## config.mk

```make
export PLATFORM = sky130hd
export DESIGN_NAME = weight_mac_engine
export DESIGN_NICKNAME = d
export VERILOG_FILES = /design/src/rtl/weight_mac_engine.sv
export SDC_FILE = /design/constraint.sdc
export NUM_CORES = 1
export LEC_CHECK = 0
export CAP_MARGIN = 20
export CORE_MARGIN = 2
export CORE_UTILIZATION = 50
export CTS_BUF_LIST = sky130_fd_sc_hd__clkbuf_4 sky130_fd_sc_hd__clkbuf_8
export DETAILED_ROUTE_END_ITERATION = 7
export HOLD_SLACK_MARGIN = 0.08
export PLACE_DENSITY = 0.7
export SLEW_MARGIN = 20
export SYNTH_ARGS = -nofsm -noshare
export SYNTH_HDL_FRONTEND = slang
export SYNTH_SLANG_ARGS = --single-unit
```

## constraint.sdc

```tcl
create_clock -name clk -period 19.83 [get_ports clk]
set_input_delay 4.9575 -clock clk [delete_from_list [all_inputs] [get_ports clk]]
set_output_delay 4.9575 -clock clk [all_outputs]
set_load 0.03 [all_outputs]
```

## src/rtl/weight_mac_engine.sv

```systemverilog
// Dot-product engine: streams N weight/feature pairs out of two registered-read
// memories, accumulates the signed products and emits one saturated result.
module weight_mac_engine #(
    parameter int N      = 30,
    parameter int DATA_W = 9,
    parameter int ADDR_W = 5,
    parameter int ACC_W  = 24,
    parameter int OUT_W  = 16,
    parameter int RELU   = 0
) (
    input  logic                     clk,
    input  logic                     rst,
    input  logic                     start,
    output logic [ADDR_W-1:0]        w_address,
    output logic                     w_read,
    input  logic signed [DATA_W-1:0] w_data,
    output logic [ADDR_W-1:0]        f_address,
    output logic                     f_read,
    input  logic signed [DATA_W-1:0] f_data,
    output logic                     busy,
    output logic signed [OUT_W-1:0]  result,
    output logic                     result_valid
);

    typedef enum logic [1:0] {
        IDLE  = 2'd0,
        RUN   = 2'd1,
        DRAIN = 2'd2
    } state_t;

    localparam logic [ADDR_W-1:0]       LAST_ADDR = ADDR_W'(N - 1);
    localparam logic signed [ACC_W-1:0] OUT_MAX   = ACC_W'((64'sd1 <<< (OUT_W - 1)) - 64'sd1);
    localparam logic signed [ACC_W-1:0] OUT_MIN   = ACC_W'(-(64'sd1 <<< (OUT_W - 1)));

    state_t                     state_reg;
    logic [ADDR_W-1:0]          addr_reg;
    logic                       read_reg;
    logic                       valid_reg;
    logic signed [ACC_W-1:0]    acc_reg;
    logic signed [OUT_W-1:0]    result_reg;
    logic                       result_valid_reg;

    logic signed [2*DATA_W-1:0] product;
    logic signed [ACC_W-1:0]    prod_ext;
    logic signed [ACC_W-1:0]    sum_next;
    logic signed [OUT_W-1:0]    result_next;

    // valid_reg tracks which memory outputs carry real data; a zero read-back
    // is legitimate data and is never treated as "no data".
    assign product  = w_data * f_data;
    assign prod_ext = ACC_W'(product);
    assign sum_next = valid_reg ? (acc_reg + prod_ext) : acc_reg;

    always_comb begin
        result_next = sum_next[OUT_W-1:0];
        if (sum_next > OUT_MAX) begin
            result_next = OUT_MAX[OUT_W-1:0];
        end else if (sum_next < OUT_MIN) begin
            result_next = OUT_MIN[OUT_W-1:0];
        end
        if ((RELU != 0) && sum_next[ACC_W-1]) begin
            result_next = '0;
        end
    end

    always_ff @(posedge clk) begin
        if (rst) begin
            state_reg        <= IDLE;
            addr_reg         <= '0;
            read_reg         <= 1'b0;
            valid_reg        <= 1'b0;
            acc_reg          <= '0;
            result_reg       <= '0;
            result_valid_reg <= 1'b0;
        end else begin
            valid_reg        <= read_reg;
            result_valid_reg <= 1'b0;
            if (valid_reg) begin
                acc_reg <= sum_next;
            end
            case (state_reg)
                IDLE: begin
                    if (start) begin
                        state_reg <= RUN;
                        addr_reg  <= '0;
                        read_reg  <= 1'b1;
                        acc_reg   <= '0;
                    end
                end
                RUN: begin
                    // The last address is on the bus this cycle; stop reading
                    // so nothing beyond N-1 is ever requested.
                    if (addr_reg == LAST_ADDR) begin
                        state_reg <= DRAIN;
                        read_reg  <= 1'b0;
                        addr_reg  <= '0;
                    end else begin
                        addr_reg <= addr_reg + ADDR_W'(1);
                    end
                end
                DRAIN: begin
                    state_reg        <= IDLE;
                    result_reg       <= result_next;
                    result_valid_reg <= 1'b1;
                end
                default: begin
                    state_reg <= IDLE;
                    read_reg  <= 1'b0;
                    addr_reg  <= '0;
                end
            endcase
        end
    end

    assign w_address    = addr_reg;
    assign f_address    = addr_reg;
    assign w_read       = read_reg;
    assign f_read       = read_reg;
    assign busy         = (state_reg != IDLE);
    assign result       = result_reg;
    assign result_valid = result_valid_reg;

endmodule

```

==> metrics.log, run 1 <==
[report] implementation figures
INFO  metric status = completed
INFO  metric synth.cellmix.xorXnorShare = 0.0312
INFO  metric core_area = 13200 sq um
INFO  metric timing.critical_path.slowest_cell_delay = 0.94 ns
INFO  metric finalCriticalPeriod = 11.80 ns
INFO  metric clock_sink_count = 50
INFO  metric place_area = 7290 sq um
INFO  metric tool_warnings = 28
INFO  metric number_of_global_route_vias_before_repair = 5389
INFO  metric start_kind = input pin
INFO  metric setup.worst_path.class = in2reg
INFO  metric fin_cells = 976
INFO  metric ff2ff_path_depth = 17
INFO  metric top_area_cell = sky130_fd_sc_hd__fa_1
INFO  metric ioPinCount = 51
INFO  metric max_clock_freq = 0.0848 GHz
INFO  metric finish.instance_area = 7380 sq um
INFO  metric route.met2.wl = 7070 um
INFO  metric critical_path.startpoint = f_data[3]
INFO  metric synth.mux.area_fraction = 0.0193
INFO  metric cap_violations = 0
INFO  metric regToRegSetupSlack = 14.41 ns
INFO  metric path_buffers = 6
INFO  metric yosys_reported_design_area_after_synthesis = 6730 sq um
INFO  metric largest_register_ffs = 24
INFO  metric post_synth_main_logic_family = adder cells
INFO  metric setup_tns = 0 ns
INFO  metric ff_type = sky130_fd_sc_hd__dfxtp_1
INFO  metric timing_hold_violations_final = 0
INFO  metric post-synth-top-area-fraction = 0.291
INFO  metric design.die.area = 14400 sq um
INFO  metric ys_top_cells_by_area = sky130_fd_sc_hd__fa_1, sky130_fd_sc_hd__dfxtp_1, sky130_fd_sc_hd__ha_1
INFO  metric top_usage_layer = met2
INFO  metric worst_path_dominant_cell_family = adder cells
INFO  metric grt_pass1_wl = 25700 um
INFO  metric synth_nets = 953
INFO  metric gr_layer_usage_met1 = 0.301
INFO  metric post_cts.repair.setup_buffers = 0
INFO  metric crit_path_end_kind = flop
INFO  metric synth.distinct_cells = 60
INFO  metric netlist.top_cell.by_instances = sky130_fd_sc_hd__inv_1
INFO  metric timing.critical_path.cells = clkdlybuf4s50_1, nand2_1, fa_1, inv_1, fa_1, inv_1, fa_1, inv_1, fa_1, inv_1, fa_1, inv_1, ha_1, o21ai_1, nor2_1, a2111oi_0, a21oi_1, xor2_1, nor3_1, o21ai_0, o41ai_4, a211oi_1
INFO  metric cts-resized-gates = 0
INFO  metric final_core_util = 0.560
INFO  metric die_width = 120 um
INFO  metric grt_max_degree = 25
INFO  metric hpwl = 12100 um
INFO  metric net_count_reported_at_finish = 981
INFO  metric cp.arrival = 11.95 ns
INFO  metric worst_skew_pair.late_latency = 0.31 ns
INFO  metric antenna_found_initial = 0
INFO  metric ys.flops = 50
INFO  metric avgSynthCellArea = 8.73 sq um
INFO  metric critical_path.max_fanout = 15
INFO  metric die-height = 120 um
INFO  metric critical_path_required = 19.98 ns
INFO  metric numCtsBuffers = 5
INFO  metric ys_seq_frac = 0.149
INFO  metric drt_wl_total = 14300 um
INFO  metric number_of_enable_flip_flop_cells = 0
INFO  metric detailroute.via_count = 5055
INFO  metric cts-root-to-sink-buffers = 2
INFO  metric worst_hold_path_type = reg2reg
INFO  metric io_buffer_count = 50
INFO  metric worst_slack = 8.03 ns
INFO  metric synth_stat.cells = 771
INFO  metric num_rows = 42
INFO  metric aoi_share = 0.120
INFO  metric worstSetupPathDepth = 22
INFO  metric top_layer = met4
INFO  metric final_min_period_over_clock_period = 0.595
INFO  metric syn_area = 6730 sq um
INFO  metric cts.hold.buffers_added = 0
INFO  metric final_common_cell = sky130_fd_sc_hd__inv_1
INFO  metric n_antenna_cell = 0
INFO  metric groute.usage.overall = 0.215
INFO  metric synth.top_cells.by_count = sky130_fd_sc_hd__inv_1, sky130_fd_sc_hd__fa_1, sky130_fd_sc_hd__nor2_1
INFO  metric drc = 0
INFO  metric gr-total-overflow = 0
INFO  metric report.final.slew_viol_count = 0
INFO  metric synth.cellmix.simpleShare = 0.152
INFO  metric cts.reportedPaths.clkPinSlew = 0.10 ns
INFO  metric synth_async_sr_flop_share = 0
INFO  metric length_of_routed_met3_wiring = 570 um
INFO  metric tritoncts = done
INFO  metric place_ws = 7.76 ns
INFO  metric worst_pin_slew = 1.04 ns
INFO  metric whs = 0.467 ns
INFO  metric drtPass1Iterations = 5
INFO  metric gp_routability_congestion = 0.883
INFO  metric synth-warning-count = 0
INFO  metric syn-instance-count = 771
INFO  metric met1Wirelength = 6600 um
INFO  metric final_antenna_net_count = 0
INFO  metric dp_cells = 968
INFO  metric setup_viol = 0
INFO  metric critical-path-slowest-cell = sky130_fd_sc_hd__o41ai_4
INFO  metric vias_per_cell = 5.18
INFO  metric fin_skew = 0.0100 ns
INFO  metric grt_setup_unrepaired = false
INFO  metric relSlewSlack = 0.307
INFO  metric drt_iter0_markers = 243
INFO  metric gr-usage-met2 = 0.370
INFO  metric final_layout_top_logic_cells = sky130_fd_sc_hd__inv_1, sky130_fd_sc_hd__fa_1, sky130_fd_sc_hd__nor2_1, sky130_fd_sc_hd__nand2_1, sky130_fd_sc_hd__ha_1
INFO  metric core_util_floorplan = 0.510
INFO  metric critical_r2r_capture = result[0]
INFO  metric ys_sh_adder = 0.408
INFO  metric crit_path_end = result[0]
INFO  metric ctsRootBufferMaster = sky130_fd_sc_hd__clkbuf_8
INFO  metric worst_reg2reg_startpoint = acc_reg[8]
INFO  metric h_tree_levels = 2
INFO  metric synthToLayoutAreaGrowth = 9.68%
INFO  metric layout-drive-gt1-share = 0.0463
run 1: worst min-delay path by stage:
stage | slack (ns) | endpoint | start | cells past startpoint
2_1_floorplan | 0.48 | acc_reg[4] | acc_reg[4] | 2
3_3_place_gp | 0.45 | result[15] | result[15] | 2
3_5_place_dp | 0.45 | result[15] | result[15] | 2
4_1_cts | 0.47 | result[15] | result[15] | 2
5_1_grt | 0.51 | result[15] | result[15] | 2
6_report | 0.47 | result[15] | result[15] | 2
run 1: final cells by class:
cell class	instances	area [sq um]
fill	1224	5810
multi-input combinational	522	4920
inverter	168	631
sequential	50	1000
timing repair buffer	52	515
clock inverter	3	26.3
clock buffer	5	68.8
tap	176	220
run_1/final_congestion.png
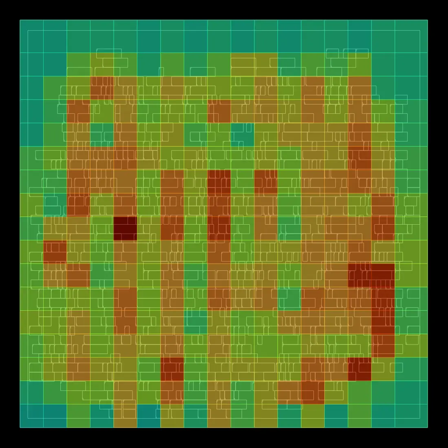
met3 GRT Util: 0.0209
average wire per standard cell: 14.7 um

run_1/met2.png
Drawn at 3 px/um.
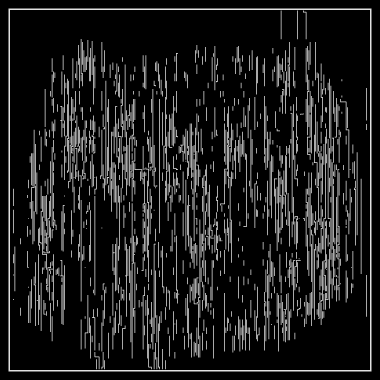
main direction: vertical
nets with wire on the layer: 826
longest straight run: 44.5 um

run_1/registers.png
Drawn at 3 px/um.
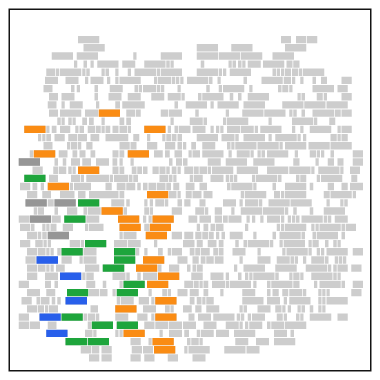
| color | netlist name | placed flops |
|---|---|---|
| orange | acc_reg | 24 |
| blue | f_address | 5 |
| green | result | 16 |
not colored: 5

run_1/zoom.png
Window x 48 to 73, y 48 to 73 um. Cells in gray, sequential cells in the stronger gray; small squares are vias.
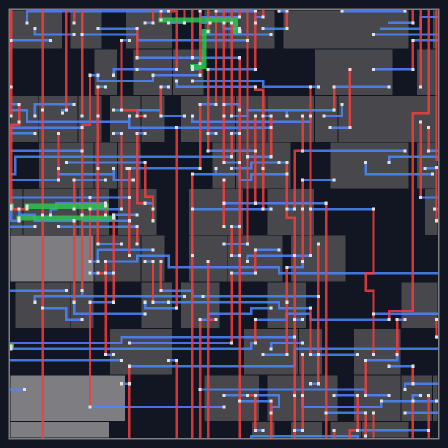

==> run 2: changes to the inputs <==
clock period = 11.4 ns   (was 19.83 ns; I/O delays follow)
run_2/zoom.png
Window x 48 to 73, y 48 to 73 um. Cells in gray, sequential cells in the stronger gray; small squares are vias.
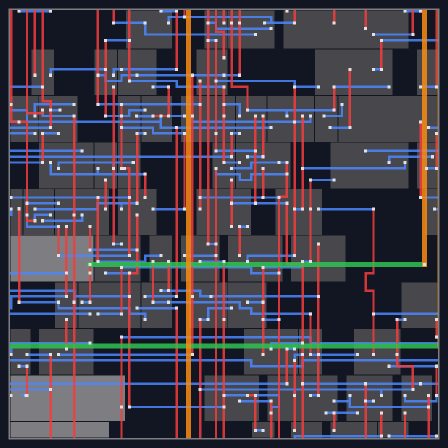
| color | layer |
|---|---|
| blue | met1 |
| orange | met4 |
| green | met3 |
| red | met2 |
most frequent: nor2_1 (6)
cells with their middle in the window: 52
netlist names of flops here include: acc_reg (2)
sequential cells in the window: 2

==> run 2 against run 1 <==
Against the previous run: worst setup slack worse by 6.3 ns; die area did not move; highest routed layer unchanged; via count down 0.99%; critical path type unchanged; synthesized area did not move.
==> metrics.log, run 2 <==
[report] implementation figures
INFO  metric status = completed
INFO  metric detailroute.via_count = 5005 (-0.99%)
INFO  metric tool_warnings = 28 (unchanged)
INFO  metric clock_sink_count = 50 (unchanged)
INFO  metric largest_register_ffs = 24 (unchanged)
INFO  metric cts-resized-gates = 0 (unchanged)
INFO  metric post_synth_main_logic_family = adder cells
INFO  metric synth.cellmix.simpleShare = 0.152 (unchanged)
INFO  metric numCtsBuffers = 5 (unchanged)
INFO  metric comb-cell-share = 0.667 (unchanged)
INFO  metric taps = 176 (unchanged)
INFO  metric buffers = 52 (unchanged)
INFO  metric ioPinCount = 51 (unchanged)
INFO  metric drt_wl_total = 14300 um (about the same)
INFO  metric report.final.slew_viol_count = 0 (unchanged)
INFO  metric worst_skew_pair.late_latency = 0.31 ns (about the same)
INFO  metric grt_max_degree = 25 (unchanged)
INFO  metric drc = 0 (unchanged)
INFO  metric synth.cellmix.xorXnorShare = 0.0312 (unchanged)
INFO  metric dp_cells = 968 (unchanged)
INFO  metric core_util_floorplan = 0.510 (unchanged)
INFO  metric cp.arrival = 9.84 ns (-2.11 ns)
INFO  metric drtPass1Iterations = 4 (-1)
INFO  metric cts-root-to-sink-buffers = 2 (unchanged)
INFO  metric timing.critical_path.cells = clkdlybuf4s50_1, nand2_1, fa_1, inv_1, fa_1, inv_1, fa_1, inv_1, fa_1, inv_1, fa_1, inv_1, ha_1, o21ai_1, nor2_1, a2111oi_0, a21oi_1, xor2_1, nor3_1, o21ai_0, o41ai_4, a211oi_1
INFO  metric synth.mux.area_fraction = 0.0193 (unchanged)
INFO  metric relSlewSlack = 0.304 (-0.00294)
INFO  metric synthToLayoutAreaGrowth = 9.68% (unchanged)
INFO  metric synth_stat.cells = 771 (unchanged)
INFO  metric top_area_cell_class = combinational gates
INFO  metric synth-warning-count = 0 (unchanged)
INFO  metric worst_path_dominant_cell_family = adder cells
INFO  metric die_width = 120 um (unchanged)
INFO  metric avgSynthCellArea = 8.73 sq um (unchanged)
INFO  metric ys.flops = 50 (unchanged)
INFO  metric fillCellCount = 1226 (+0.16%)
INFO  metric worst_slack = 1.72 ns (-6.32 ns)
INFO  metric design.die.area = 14400 sq um (unchanged)
INFO  metric final_antenna_net_count = 0 (unchanged)
INFO  metric path_buffers = 6 (unchanged)
INFO  metric setup_viol = 0 (unchanged)
INFO  metric cap_violations = 0 (unchanged)
INFO  metric grt_setup_unrepaired = false
INFO  metric max_clock_freq = 0.103 GHz
INFO  metric final_layout_top_logic_cells = sky130_fd_sc_hd__inv_1, sky130_fd_sc_hd__fa_1, sky130_fd_sc_hd__nor2_1, sky130_fd_sc_hd__nand2_1, sky130_fd_sc_hd__ha_1
INFO  metric start_kind = input pin
INFO  metric antenna_found_initial = 0 (unchanged)
INFO  metric grt_pass1_wl = 25900 um (+0.94%)
INFO  metric worst_hold_path_type = reg2reg
INFO  metric final_core_util = 0.560 (unchanged)
INFO  metric gr-total-overflow = 0 (unchanged)
INFO  metric aoi_share = 0.120 (unchanged)
INFO  metric die-height = 120 um (unchanged)
INFO  metric hpwl = 12100 um (+0.58%)
INFO  metric setup.worst_path.class = in2reg
INFO  metric top_area_cell = sky130_fd_sc_hd__fa_1
INFO  metric core_area = 13200 sq um (unchanged)
INFO  metric yosys_reported_design_area_after_synthesis = 6730 sq um (unchanged)
INFO  metric final_min_period_over_clock_period = 0.850
INFO  metric groute.usage.overall = 0.218 (+0.00326)
INFO  metric setup_tns = 0 ns (unchanged)
INFO  metric layout-drive-gt1-share = 0.0463 (unchanged)
INFO  metric cts.reportedPaths.clkPinSlew = 0.10 ns (about the same)
INFO  metric worst_pin_slew = 1.04 ns (+0.00440 ns)
INFO  metric critical_path_required = 11.55 ns (-8.43 ns)
INFO  metric drt_iter0_markers = 254 (+4.5%)
INFO  metric area.combinational = 4920 sq um (unchanged)
INFO  metric worst_reg2reg_startpoint = acc_reg[8]
INFO  metric regToRegSetupSlack = 6.00 ns (-8.41 ns)
INFO  metric finish.instance_area = 7380 sq um (unchanged)
INFO  metric synth_nets = 953 (unchanged)
INFO  metric n_all_inverters = 168 (unchanged)
INFO  metric ctsRootBufferMaster = sky130_fd_sc_hd__clkbuf_8
## run 2: cell counts after synthesis
Identical to the previous run, type by type.
## run 2: layer usage
layer,wire (um),track usage,vias to the layer above,part of all wire
met5,0,0,-,0
met4,186,0.0331,0,0.013
met3,579,0.0280,19,0.040
met2,6980,0.370,89,0.49
met1,6570,0.304,2442,0.46
li1,-,-,2455,-
## run 2: worst min path at each step
stage | start | to | slack [ns] | depth (start not counted)
finish | result[15] | result[15] | 0.47 | 2
global route | result[15] | result[15] | 0.51 | 2
CTS | result[15] | result[15] | 0.47 | 2
detailed placement | result[15] | result[15] | 0.45 | 2
global placement | result[15] | result[15] | 0.45 | 2
floorplan | acc_reg[4] | acc_reg[4] | 0.48 | 2
run_2/registers.png
Drawn at 3 px/um.
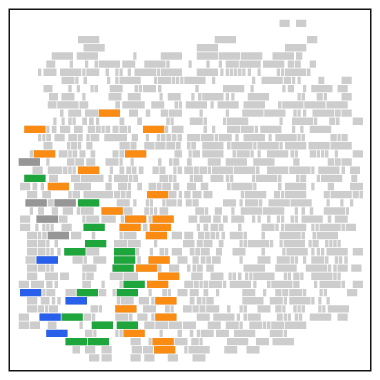

==> run 3: changes to the inputs <==
PLACE_DENSITY = 0.73   (was 0.7)
clock period = 8.1 ns   (was 11.4 ns; I/O delays follow)
run_3/registers.png
Drawn at 3 px/um.
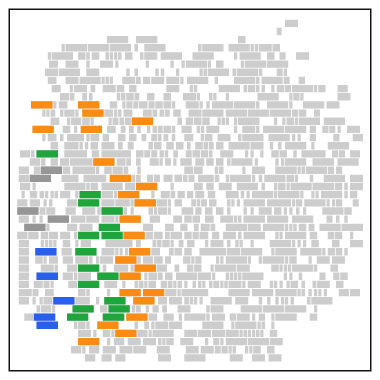
| color | netlist name | placed flops |
|---|---|---|
| orange | acc_reg | 24 |
| blue | f_address | 5 |
| green | result | 16 |
not colored: 5

==> run 3 against run 2 <==
Against the previous run: utilization up 5.7 points; design area is 10% higher; synthesized cell count unchanged; via count grew 4.1%; first-iteration DRC count fell by 1.6%; register-to-register slack worse by 2.6 ns; hold slack improved by 0.0065 ns; critical endpoint is now result[6]; highest routed layer unchanged.
==> metrics.log, run 3 <==
[report] implementation figures
INFO  metric whs = 0.474 ns
INFO  metric regToRegSetupSlack = 3.38 ns (-2.62 ns)
INFO  metric cap_violations = 0 (unchanged)
INFO  metric hpwl = 11900 um (-1.7%)
INFO  metric yosys_reported_design_area_after_synthesis = 6730 sq um (unchanged)
INFO  metric design.die.area = 14400 sq um (unchanged)
INFO  metric fillCellCount = 1148 (-6.4%)
INFO  metric groute.usage.overall = 0.209 (-0.00909)
INFO  metric grt_max_degree = 28 (+12%)
INFO  metric die-height = 120 um (unchanged)
INFO  metric path_buffers = 6 (unchanged)
INFO  metric layout-drive-gt1-share = 0.150 (+0.104)
INFO  metric worst_reg2reg_startpoint = acc_reg[8]
INFO  metric ioPinCount = 51 (unchanged)
INFO  metric drt_iter0_markers = 250 (-1.6%)
INFO  metric antenna_found_initial = 0 (unchanged)
INFO  metric critical_path_required = 8.29 ns (-3.26 ns)
INFO  metric dp_cells = 1043 (+7.7%)
INFO  metric relSlewSlack = 0.458 (+0.154)
INFO  metric drt_wl_total = 14200 um (-1.1%)
INFO  metric report.final.slew_viol_count = 0 (unchanged)
INFO  metric worst_pin_slew = 0.811 ns (-0.229 ns)
INFO  metric status = completed
INFO  metric buffers = 131 (+150%)
INFO  metric timing.critical_path.cells = clkdlybuf4s50_1, buf_4, and2_1, fa_1, fa_1, fa_2, fa_1, inv_1, fa_1, inv_1, ha_1, and2_4, and3_1, and2_1, or4_4, a21o_1, a22oi_4, o211ai_4, o41ai_4, buf_4, clkbuf_16, a211oi_2
INFO  metric detailroute.via_count = 5209 (+4.1%)
INFO  metric avgSynthCellArea = 8.73 sq um (unchanged)
INFO  metric final_layout_top_logic_cells = sky130_fd_sc_hd__inv_1, sky130_fd_sc_hd__fa_1, sky130_fd_sc_hd__buf_4, sky130_fd_sc_hd__nand2_1, sky130_fd_sc_hd__nor2_1
INFO  metric num_rows = 42
INFO  metric worst_skew_pair.late_latency = 0.31 ns (about the same)
INFO  metric core_util_floorplan = 0.510 (unchanged)
INFO  metric nonClkBufAreaFrac = 0.145
INFO  metric synth-warning-count = 0 (unchanged)
INFO  metric finish.instance_area = 8130 sq um (+10%)
INFO  metric cts.reportedPaths.clkPinSlew = 0.10 ns (about the same)
INFO  metric cts-root-to-sink-buffers = 2 (unchanged)
INFO  metric worst_path_dominant_cell_family = adder cells
INFO  metric setup_viol = 0 (unchanged)
INFO  metric drtPass1Iterations = 4 (unchanged)
INFO  metric top_area_cell = sky130_fd_sc_hd__fa_1
INFO  metric cts-resized-gates = 1 (+1)
INFO  metric clock_sink_count = 50 (unchanged)
INFO  metric numCtsBuffers = 5 (unchanged)
INFO  metric grt_pass1_wl = 25000 um (-3.5%)
INFO  metric drc = 0 (unchanged)
INFO  metric top_area_cell_class = combinational gates
INFO  metric final_core_util = 0.616 (+0.0566)
INFO  metric worst_slack = 0.158 ns (-1.56 ns)
INFO  metric tool_warnings = 28 (unchanged)
INFO  metric final_antenna_net_count = 0 (unchanged)
INFO  metric hold_depth = 2 (unchanged)
INFO  metric n_all_inverters = 168 (unchanged)
INFO  metric ctsRootBufferMaster = sky130_fd_sc_hd__clkbuf_8
INFO  metric final_min_period_over_clock_period = 0.980
INFO  metric comb-cell-share = 0.615 (-0.0514)
INFO  metric synthToLayoutAreaGrowth = 20.8%
INFO  metric ys.flops = 50 (unchanged)
INFO  metric max_clock_freq = 0.126 GHz
INFO  metric taps = 176 (unchanged)
INFO  metric cp.arrival = 8.13 ns (-1.71 ns)
INFO  metric setup.worst_path.class = in2reg
INFO  metric start_kind = input pin
INFO  metric worst_hold_path_type = reg2reg
-- run 3: cell families (layout without fill, tap and decap cells) --
group	Yosys count	in the layout	synth area share
AOI/OAI and AO/OA	104	104	0.120
xor gates and xnor gates	24	24	0.0312
adders and majority gates	161	161	0.408
buffers and inverters	199	307	0.121
DFF	50	50	0.149
muxes	13	13	0.0193
and+or+nand+nor	220	220	0.152
-- run 3: routing by layer --
layer	up-vias	track usage	wire, um
met1	2500	0.295	6620
li1	2612	-	-
met2	84	0.351	6840
met4	0	0.0346	129
met3	13	0.0247	563
met5	-	0	0
-- run 3: how the worst min path moves through the flow --
stage,start,to
floorplan,acc_reg[4],acc_reg[4]
global placement,result[15],result[15]
detailed placement,result[15],result[15]
CTS,result[15],result[15]
global route,result[15],result[15]
finish,result[15],result[15]

==> notes/layouts.md <==
Pictures saved along the way, in no particular order.

Cells by drive strength.
Drawn at 4 px/um.
(a)
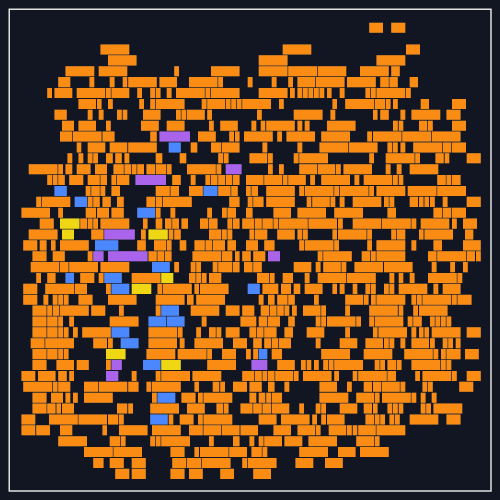
(b)
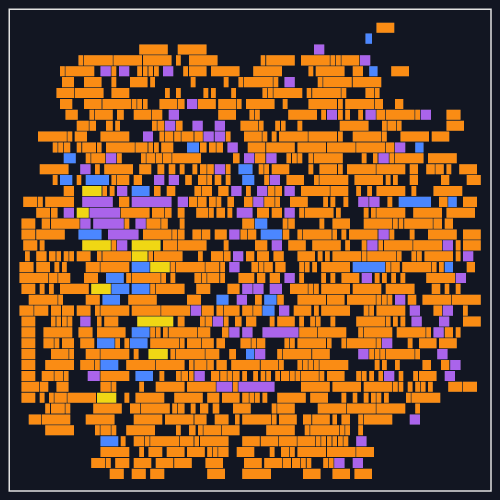
- run 2 = (a)
- run 3 = (b)

